===== src/rtl/icm_lookup_rr_arbiter.sv =====
// Round-robin arbiter sharing one ICM lookup engine among CHNL_NUM channels,
// with a registered issue stage and an in-order channel-tag FIFO for response routing.
`ifndef ICM_ENTRY_NUM_MPT
`define ICM_ENTRY_NUM_MPT 256
`endif
`ifndef ICM_SPACE_ADDR_WIDTH
`define ICM_SPACE_ADDR_WIDTH 32
`endif
`ifndef PHY_SPACE_ADDR_WIDTH
`define PHY_SPACE_ADDR_WIDTH 40
`endif

module icm_lookup_rr_arbiter #(
    parameter int CHNL_NUM          = 4,
    parameter int CHNL_ID_W         = $clog2(CHNL_NUM),
    parameter int ICM_ENTRY_NUM     = `ICM_ENTRY_NUM_MPT,
    parameter int ICM_ENTRY_NUM_LOG = $clog2(ICM_ENTRY_NUM),
    parameter int MAX_OUTSTANDING   = 8
) (
    input  logic                                          clk,
    input  logic                                          rst_n,
    input  logic [CHNL_NUM-1:0]                           chnl_lookup_valid,
    input  logic [CHNL_NUM*ICM_ENTRY_NUM_LOG-1:0]         chnl_lookup_head,
    output logic [CHNL_NUM-1:0]                           chnl_lookup_ready,
    output logic [CHNL_NUM-1:0]                           chnl_rsp_valid,
    output logic [CHNL_NUM*`ICM_SPACE_ADDR_WIDTH-1:0]     chnl_rsp_icm_addr,
    output logic [CHNL_NUM*`PHY_SPACE_ADDR_WIDTH-1:0]     chnl_rsp_phy_addr,
    input  logic [CHNL_NUM-1:0]                           chnl_rsp_ready,
    output logic                                          lookup_valid,
    output logic [ICM_ENTRY_NUM_LOG-1:0]                  lookup_head,
    input  logic                                          lookup_ready,
    input  logic                                          rsp_valid,
    input  logic [`ICM_SPACE_ADDR_WIDTH-1:0]              rsp_icm_addr,
    input  logic [`PHY_SPACE_ADDR_WIDTH-1:0]              rsp_phy_addr,
    output logic                                          rsp_ready,
    output logic                                          orphan_rsp_err
);

    localparam int PTR_W = $clog2(MAX_OUTSTANDING);
    localparam int CNT_W = PTR_W + 1;
    localparam int H     = ICM_ENTRY_NUM_LOG;

    // Handshake rule on every interface: a transfer happens in a cycle where
    // valid and ready are both high; the source holds its payload until then.

    logic [CHNL_ID_W-1:0] rr_ptr;
    logic [CHNL_ID_W-1:0] grant_idx;
    logic [CHNL_ID_W:0]   cand;
    logic                 grant_any;
    logic                 can_issue;
    logic                 grant;

    logic [CHNL_ID_W-1:0] tag_mem [MAX_OUTSTANDING];
    logic [PTR_W-1:0]     wr_ptr;
    logic [PTR_W-1:0]     rd_ptr;
    logic [CNT_W-1:0]     out_cnt;
    logic [CHNL_ID_W-1:0] head_tag;
    logic                 fifo_ne;
    logic                 pop;

    assign can_issue = (!lookup_valid || lookup_ready) && (out_cnt < CNT_W'(MAX_OUTSTANDING));
    assign grant     = grant_any && can_issue;

    // First valid channel in the order rr_ptr, rr_ptr+1, ... wrapping at CHNL_NUM.
    always_comb begin
        grant_any = 1'b0;
        grant_idx = '0;
        cand      = '0;
        for (int k = 0; k < CHNL_NUM; k++) begin
            cand = {1'b0, rr_ptr} + (CHNL_ID_W+1)'(k);
            if (cand >= (CHNL_ID_W+1)'(CHNL_NUM))
                cand = cand - (CHNL_ID_W+1)'(CHNL_NUM);
            if (!grant_any && chnl_lookup_valid[cand[CHNL_ID_W-1:0]]) begin
                grant_any = 1'b1;
                grant_idx = cand[CHNL_ID_W-1:0];
            end
        end
    end

    always_comb begin
        chnl_lookup_ready = '0;
        if (grant)
            chnl_lookup_ready[grant_idx] = 1'b1;
    end

    assign fifo_ne  = (out_cnt != '0);
    assign head_tag = tag_mem[rd_ptr];
    assign rsp_ready = fifo_ne ? chnl_rsp_ready[head_tag] : 1'b1;
    assign pop      = rsp_valid && rsp_ready && fifo_ne;

    always_comb begin
        chnl_rsp_valid = '0;
        if (rsp_valid && fifo_ne)
            chnl_rsp_valid[head_tag] = 1'b1;
    end

    assign chnl_rsp_icm_addr = {CHNL_NUM{rsp_icm_addr}};
    assign chnl_rsp_phy_addr = {CHNL_NUM{rsp_phy_addr}};

    always_ff @(posedge clk or negedge rst_n) begin
        if (!rst_n) begin
            rr_ptr         <= '0;
            lookup_valid   <= 1'b0;
            lookup_head    <= '0;
            wr_ptr         <= '0;
            rd_ptr         <= '0;
            out_cnt        <= '0;
            orphan_rsp_err <= 1'b0;
        end else begin
            if (grant) begin
                rr_ptr       <= (grant_idx == CHNL_ID_W'(CHNL_NUM-1)) ? '0 : grant_idx + 1'b1;
                lookup_valid <= 1'b1;
                lookup_head  <= chnl_lookup_head[grant_idx*H +: H];
                wr_ptr       <= wr_ptr + 1'b1;
            end else if (lookup_ready) begin
                lookup_valid <= 1'b0;
            end
            if (pop)
                rd_ptr <= rd_ptr + 1'b1;
            case ({grant, pop})
                2'b10:   out_cnt <= out_cnt + 1'b1;
                2'b01:   out_cnt <= out_cnt - 1'b1;
                default: out_cnt <= out_cnt;
            endcase
            // A response with nothing outstanding is consumed and dropped.
            if (rsp_valid && !fifo_ne)
                orphan_rsp_err <= 1'b1;
        end
    end

    // Tag storage needs no reset: entries are only read while the FIFO is non-empty.
    always_ff @(posedge clk) begin
        if (grant)
            tag_mem[wr_ptr] <= grant_idx;
    end

endmodule

===== config.mk =====
export PLATFORM = sky130hd
export DESIGN_NAME = icm_lookup_rr_arbiter
export DESIGN_NICKNAME = d
export VERILOG_FILES = /design/src/rtl/icm_lookup_rr_arbiter.sv
export SDC_FILE = /design/constraint.sdc
export NUM_CORES = 1
export LEC_CHECK = 0
export CAP_MARGIN = 20
export CELL_PAD_IN_SITES_DETAIL_PLACEMENT = 0
export CELL_PAD_IN_SITES_GLOBAL_PLACEMENT = 1
export CORE_AREA = 3 3 163 165
export DETAILED_ROUTE_END_ITERATION = 12
export DIE_AREA = 0 0 166 168
export MAX_ROUTING_LAYER = met4
export PLACE_DENSITY = 0.71
export SLEW_MARGIN = 20
export SYNTH_ARGS = -nofsm -noshare
export SYNTH_HDL_FRONTEND = slang
export SYNTH_SLANG_ARGS = --single-unit

===== constraint.sdc =====
create_clock -name clk -period 3.7 [get_ports clk]
set_input_delay 0.74 -clock clk [delete_from_list [all_inputs] [get_ports clk]]
set_output_delay 0.74 -clock clk [all_outputs]
set_load 0.01 [all_outputs]

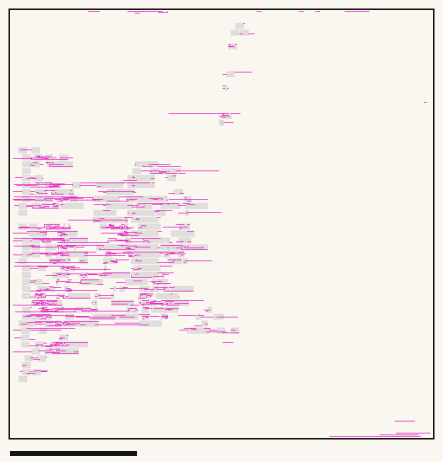
*M1 wires, run 1*
The bar under the picture is 50 µm long.
- longest straight run: 35.9 µm
- share of all routed wire: 25%
- nets with wire on the layer: 276
- wire length on this layer: 2400 µm
detailed-route wire length: 9.77 mm
detailed-route via count: 1836

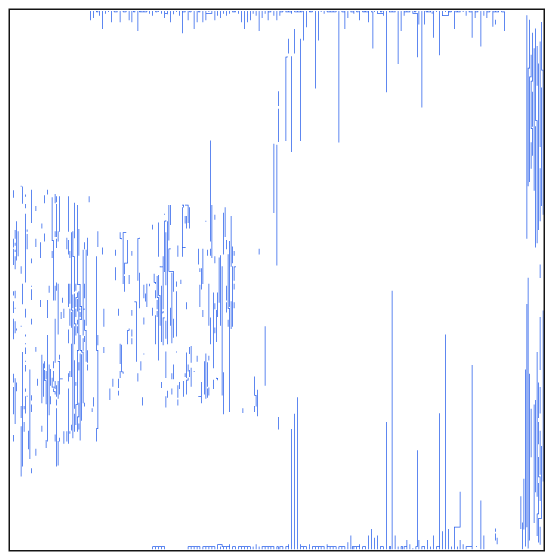
*Metal 2, run 1*
- wire length on this layer: 4640 µm
- share of all routed wire: 47%
global routing met2 resource utilization: 0.106

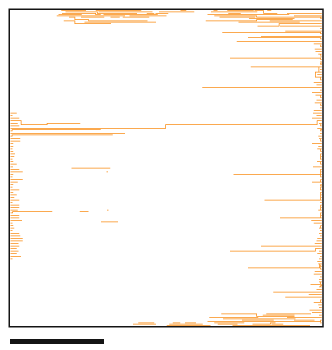
*Met3 routing, run 1*
The bar under the picture is 50 µm long.
- main direction: horizontal
- share of all routed wire: 27%
- longest straight run: 82.3 µm
met3 track demand over resource: 0.0817

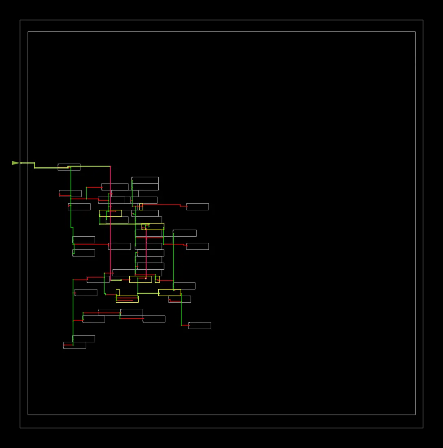
*Clock nets, run 1*
# clk buffers: 6
Layout Skew: 0.00571 ns

==> COMMIT_EDITMSG, run 1 <==
Refresh implementation metrics

* Number of buffers added for setup after CTS: 0
- Fraction of met1 tracks used by global routing: 0.0451
- Checking hold timing, the worst path is listed with class primary input to asynchronous set/reset pin.
- Max-cap violations in this run came to 0.
* Starting DRC count in detailed routing: 91
- STA classifies the critical path endpoint as an output pin.
- Adding up every negative setup slack in the final design gives 0 ns.
- Most used DFF post-synth: sky130_fd_sc_hd__dfrtp_1
- The script reports the combined buffer and inverter count of the critical path as 3.
* Post-route ant nets: 0
- Setup violators final: 0
- IO Count: 423
- Setup slack after placement: 0.123 ns
- Busiest layer in global routing: met2
* # nets final: 366
- The critical path maximum fanout is 6.
- Counting flops with a built-in enable in the synthesized netlist gives 16.
- Count of port buffers added during placement: 62
* Total tool warning count: 29
- Class of the most critical setup path: primary input to output pin
- Number of clock sinks seen by CTS: 38
* CTS tree: done
* Synthesized instance count: 458
- Average wire per cell in the routed design: 17.1 µm
- Timing would allow up to 282 MHz.
* Leak Pwr: 1.25 nW
- The count of cells in the finished layout, fillers not included, comes to 573.
- The routed design shows a via density per instance of 3.20.
- Of all power groups, the one with the highest power is combinational cells.
* Most prevalent standard cell on the critical path: sky130_fd_sc_hd__clkdlybuf4s50_1
* Hold Violations, Final: 0
* Met1 wire length: 2.40 mm
* Combined global-route utilization of all metal layers: 0.0665
- The detailed router used layers up to and including met4.
- The report lists the number of cells resized after CTS as 1.
- Post-layout util: 0.130
- Pint: 0.00147 W
* Non-Clock Inverter Count: 9
- Required time reported for the critical path endpoint: 2.96 ns
- In this run the cell area of the synthesized design comes to 4220 µm².
- The placement summary gives the final routability congestion estimate as 0.773.
* Crit path setup slack, layout: 0.155 ns
- More flip-flops sit in one register than any other, and that register is tag_mem.
* Xor and xnor fraction of the mapped netlist area: 0.0166
- Library cell with the highest instance count after synthesis: sky130_fd_sc_hd__buf_4
* Area of combinational cells with multiple inputs: 973 µm²
- The final timing summary puts the cycle share of the worst path at 0.958.
* Critical path destination: chnl_lookup_ready[3]
- Net Count, Synth: 584
- Row generation in the floorplan step produced 58 rows.
* Number of logic gates: 117
- In this run, the synthesized area fraction spent on AND-OR/OR-AND gates is recorded as 0.0338.
- After synthesis, the share of flip-flops with an asynchronous set or reset is 0.579.
- Per the layout area report, the combinational fraction of cell area is 0.298.
- Per Yosys stat, the portion of area used by sequential elements is 0.244.
* DRC violations left: 0
- The first TritonRoute pass finished after 4 iterations.
- Per the final layout report, the fraction of cells sized above drive strength 1 comes to 0.112.
* First-pass GRT wire length: 13.5 mm
* Adder Share, Synth: 0.0314
- The average instance in the mapped netlist occupies 9.22 µm².
* Result of the run: complete, no violations
- Cells traversed along the worst timing path: clkdlybuf4s50_1 -> a21oi_1 -> o21a_1 -> o22ai_2 -> inv_1 -> ha_1 -> and2_1 -> clkdlybuf4s50_1
- The critical path crosses 8 cells after its start point.
* Distinct lib cells used: 40
- The share of the core area taken by cells at floorplan is 0.168.
- The report puts the cell count of the worst reg-to-reg path at 13.
- STA classifies the critical path startpoint as a primary input.
- Slowest Stage Delay on Critical Path: 0.54 ns
- Warnings reported by Yosys during synthesis add up to 0.
- The worst pin sits at a relative slew slack of 0.615.
- Buffer depth of the longest clock path: 2
- Power in sequential cells: 0.000754 W
* Synth logic family: buffers and inverters
* Yosys top cell area share: 0.512
- Top cells by count, synth: sky130_fd_sc_hd__buf_4 (288), sky130_fd_sc_hd__dfrtp_1 (22), sky130_fd_sc_hd__nand2_1 (21), sky130_fd_sc_hd__mux2i_1 (18), sky130_fd_sc_hd__edfxtp_1 (16)
- Looking at the clock tree report, the root buffer type is sky130_fd_sc_hd__clkbuf_16.
- Startpoint of the most critical register-to-register path: rd_ptr[0]
* Share of cell area taken by muxes after synthesis: 0.0854
- Wire length on met3: 2.61 mm
- The power report attributes to the clock group a share of 0.175.
* Tap cell instance count: 330
* Largest net degree at the start of global routing: 23
* Slew Viols, Final: 0
- Per STA, the worst path accumulates the most delay in the family buffers and inverters.
- For reference, the top cells by area after synthesis are sky130_fd_sc_hd__buf_4 (51%), sky130_fd_sc_hd__dfrtp_1 (13%), sky130_fd_sc_hd__edfxtp_1 (11%).
- In the placement report, post-DP HPWL is listed as 8.22 mm.
- H-tree depth reported by CTS: 2
- The data arrival time reported for the critical path is 2.80 ns.
- Worst hold slack: 0.442 ns
* Summed standard-cell area reported by yosys: 4220 µm²
- # fillers: 2841
* Critical-path top delay cell: sky130_fd_sc_hd__clkdlybuf4s50_1
- Clock latency on the worst-skew pair, taken at its later pin, is 0.28 ns.
* Placed cell count: 562
* FFs & Latches: 38
- The final power report lists total power as 0.00230 W.
- Switching power as a fraction of the total was reported as 0.361.
- Of the total synthesized cell area, the portion taken by AND, OR, NAND and NOR gates is 0.0608.
- The transition time recorded at the tightest slew-check pin is 0.569 ns.
- According to the floorplan report, the placeable core area is 25200 µm².
- The post-CTS hold buffer count recorded in the log is 0.
- Total power divided by cell area: 706 nW/µm²
- Die Footprint: 27900 µm²
### Cells by drive strength, run 1

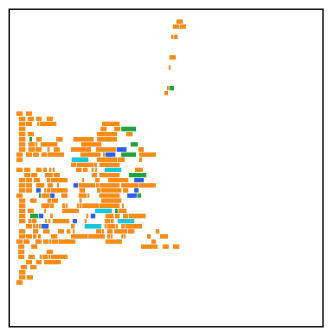

==> run 2, diff against run 1 <==
Settings changed: GPL_TIMING_DRIVEN set to 0, MAX_ROUTING_LAYER met4 to unset, SKIP_LAST_GASP set to 1.
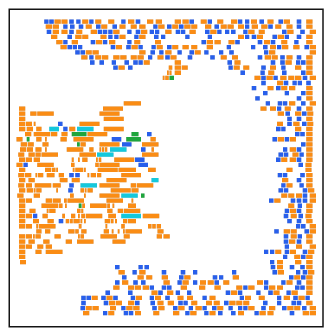
*Cells by drive strength, run 2*
- x6 and larger: cyan (cells 8; share 0.97%)
- x2: green (cells 8; share 0.97%)
- x3 and x4: blue (cells 302; share 37%)
- x1 and smaller: orange (cells 504; share 61%)

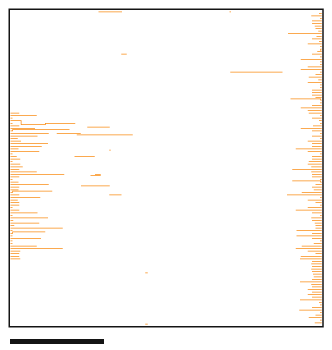
*Met3 routing, run 2*
The bar under the picture is 50 µm long.
detailed-route wire length: 15.1 mm
detailed-route via count: 3821
met3 track demand over resource: 0.0301

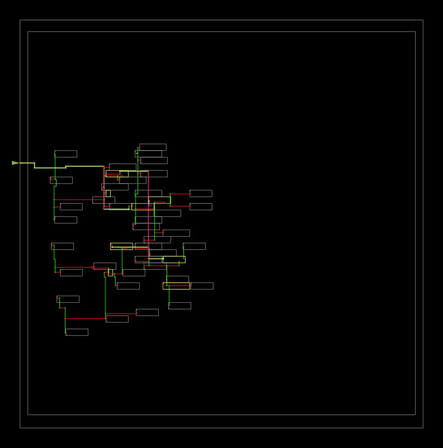
*Clock nets, run 2*
latest clock arrival within the worst-skew pair: 0.28 ns
number of clock sinks seen by CTS: 38
CTS buffer count: 5
# clk buffers: 5
power drawn by the clock network: 0.000479 W

==> run 2 against run 1 <==
  * Fmax is essentially flat
  * Highest routed layer unchanged
  * Largest cell class is now non-clock buffers
  * Critical path depth is the same
  * Die area is the same
  * Combinational power grew 62%
  * Non-clock buffer count grew 581
==> COMMIT_EDITMSG, run 2 <==
Refresh implementation metrics

- The run finished with clean final reports.
* Synth Area per Inst: 9.22 µm² (unchanged)
* Slew of the pin with the lowest slew margin: 0.546 ns (-0.0229 ns)
- Wire length on met3: 1.33 mm (-49%)
- The power consumed by sequential cells is 0.000727 W (-3.6%).
- Share of cell area taken by muxes after synthesis: 0.0854 (unchanged)
- The post-synthesis share of cell area spent on and-or and or-and gates is 0.0338 (unchanged).
- Total power divided by cell area: 366 nW/µm² (-48%)
- TritonCTS built the clock tree.
* Setup violators final: 0 (unchanged)
- Area of combinational cells with multiple inputs: 962 µm² (-1.2%)
- Non-Clock Inverter Count: 9 (unchanged)
- The number of fill cells in the layout is 2600 (-8.5%).
- The count of final hold-check violations was 0 (unchanged).
- Synth Area in Simple Gates: 0.0608 (unchanged)
- The worst max-slew margin expressed relative to the limit came to 0.634 (+0.0183).
- Number of gates resized after CTS: 9 (+8)
* Summed standard-cell area reported by yosys: 4220 µm² (unchanged)
* Highest signal layer in the routed design: met4
- Global route summary, busiest routing layer listed as met2.
- The total instance count after detailed placement came to 1138 (+100%).
- The worst register-to-register path begins at rd_ptr[0].
* Xor and xnor fraction of the mapped netlist area: 0.0166 (unchanged)
- Adder Share, Synth: 0.0314 (unchanged)
* Kind of cell with the highest combined delay on the critical path: buffers and inverters
- The average vias per placed instance came to 3.32 (+3.5%).
- Register share after synthesis: 0.244 (unchanged)
- Leading power group: combinational cells
* Required time reported for the critical path endpoint: 2.96 ns (about the same)
* Most flop-heavy register: tag_mem
* Tap cell instance count: 330 (unchanged)
- Crit end category: output pin
* Critical-path top delay cell: sky130_fd_sc_hd__clkdlybuf4s50_1
* Final weighted congestion in routability-driven placement: 0.748 (-3.2%)
- The number of cells on the worst reg-to-reg path is 14 (+1).
* Total tool warning count: 29 (unchanged)
- The area of the die was 27900 µm² (unchanged).
* Total of hold buffers inserted after clock tree synthesis: 0 (unchanged)
- Class of the most critical setup path: primary input to output pin
* Root Buffer: sky130_fd_sc_hd__clkbuf_16
- Slowest Stage Delay on Critical Path: 0.55 ns (about the same)
* Largest net degree at the start of global routing: 23 (unchanged)
* Leak Pwr: 3.79 nW (+200%)
- Yosys top cell area share: 0.512 (unchanged)
* Number of optimization iterations in the first detailed-route pass: 4 (unchanged)
- Global routing met2 resource utilization: 0.195 (+0.0883)
- Setup slack after placement: -0.520 ns (-0.643 ns)
* Share of layout cells above drive strength 1: 0.387 (+0.275)
* Average wire per cell in the routed design: 13.1 µm (-23%)
- The number of distinct library cells after synthesis is 40 (unchanged).
- The total power after layout came to 0.00306 W (+33%).
* Starting DRC count in detailed routing: 85 (-6.6%)
- The total number of H-tree levels came to 2 (unchanged).
- The fraction of power consumed by the clock network was 0.156 (-0.019).
- Met1 wire length: 5.43 mm (+130%)
* Synth async-reset ratio: 0.579 (unchanged)
- The post-synthesis instance area came to 4220 µm² (unchanged).
- Classification of the worst-slack hold path: primary input to asynchronous set/reset pin
- The final sum of negative setup slack is 0 ns (unchanged).
- The core box area was 25200 µm² (unchanged).
* Maximum clock frequency: 282 MHz (about the same)
* Combined global-route utilization of all metal layers: 0.0965 (+0.0300)
- Number of buffers added for setup after CTS: 4 (+4)
- The arrival time at the worst endpoint came to 2.80 ns (about the same).
- Number of buffer and inverter stages on the critical path: 3 (unchanged)
- Net Count, Synth: 584 (unchanged)
* Layout Skew: 0.0107 ns (+0.00502 ns)
- Per the layout report, the design carries 650 non-clock buffers.
- The number of multi-input combinational cells in the layout came to 117 (unchanged).
* Slew Viols, Final: 0 (unchanged)
- The residual DRC count is 0 (unchanged).
* Buffer depth of the longest clock path: 2 (unchanged)
- Walking the worst path, the cells encountered are clkdlybuf4s50_1 -> mux2i_1 -> nor2_1 -> or3_1 -> clkinvlp_4 -> ha_1 -> and2_1 -> clkdlybuf4s50_1.
- STA classifies the critical path startpoint as a primary input.
- The standard-cell row count came to 58 (unchanged).
- Final instance count without filler cells: 1152 (+100%)
* Pint: 0.00202 W (+37%)
- Number of flops mapped to enable cells by yosys: 16 (unchanged)
* Comb area share: 0.115 (-0.183)
- Worst hold slack: 0.435 ns (-0.00679 ns)
- Fraction of met1 tracks used by global routing: 0.100 (+0.0549)
- The period utilization was 0.958 (about the same).
* FFs & Latches: 38 (unchanged)
- The most frequently used library cell after synthesis is sky130_fd_sc_hd__buf_4.
- Warnings, synthesis: 0 (unchanged)
* Post-layout util: 0.332 (+0.203)
- The largest fanout of any net on the critical path came to 4 (-2).
- The wire length of the first global-routing pass was 21.7 mm (+61%).
* Synthesized instance count: 458 (unchanged)
No activity file was given, so power comes from the tool's default toggle rates.
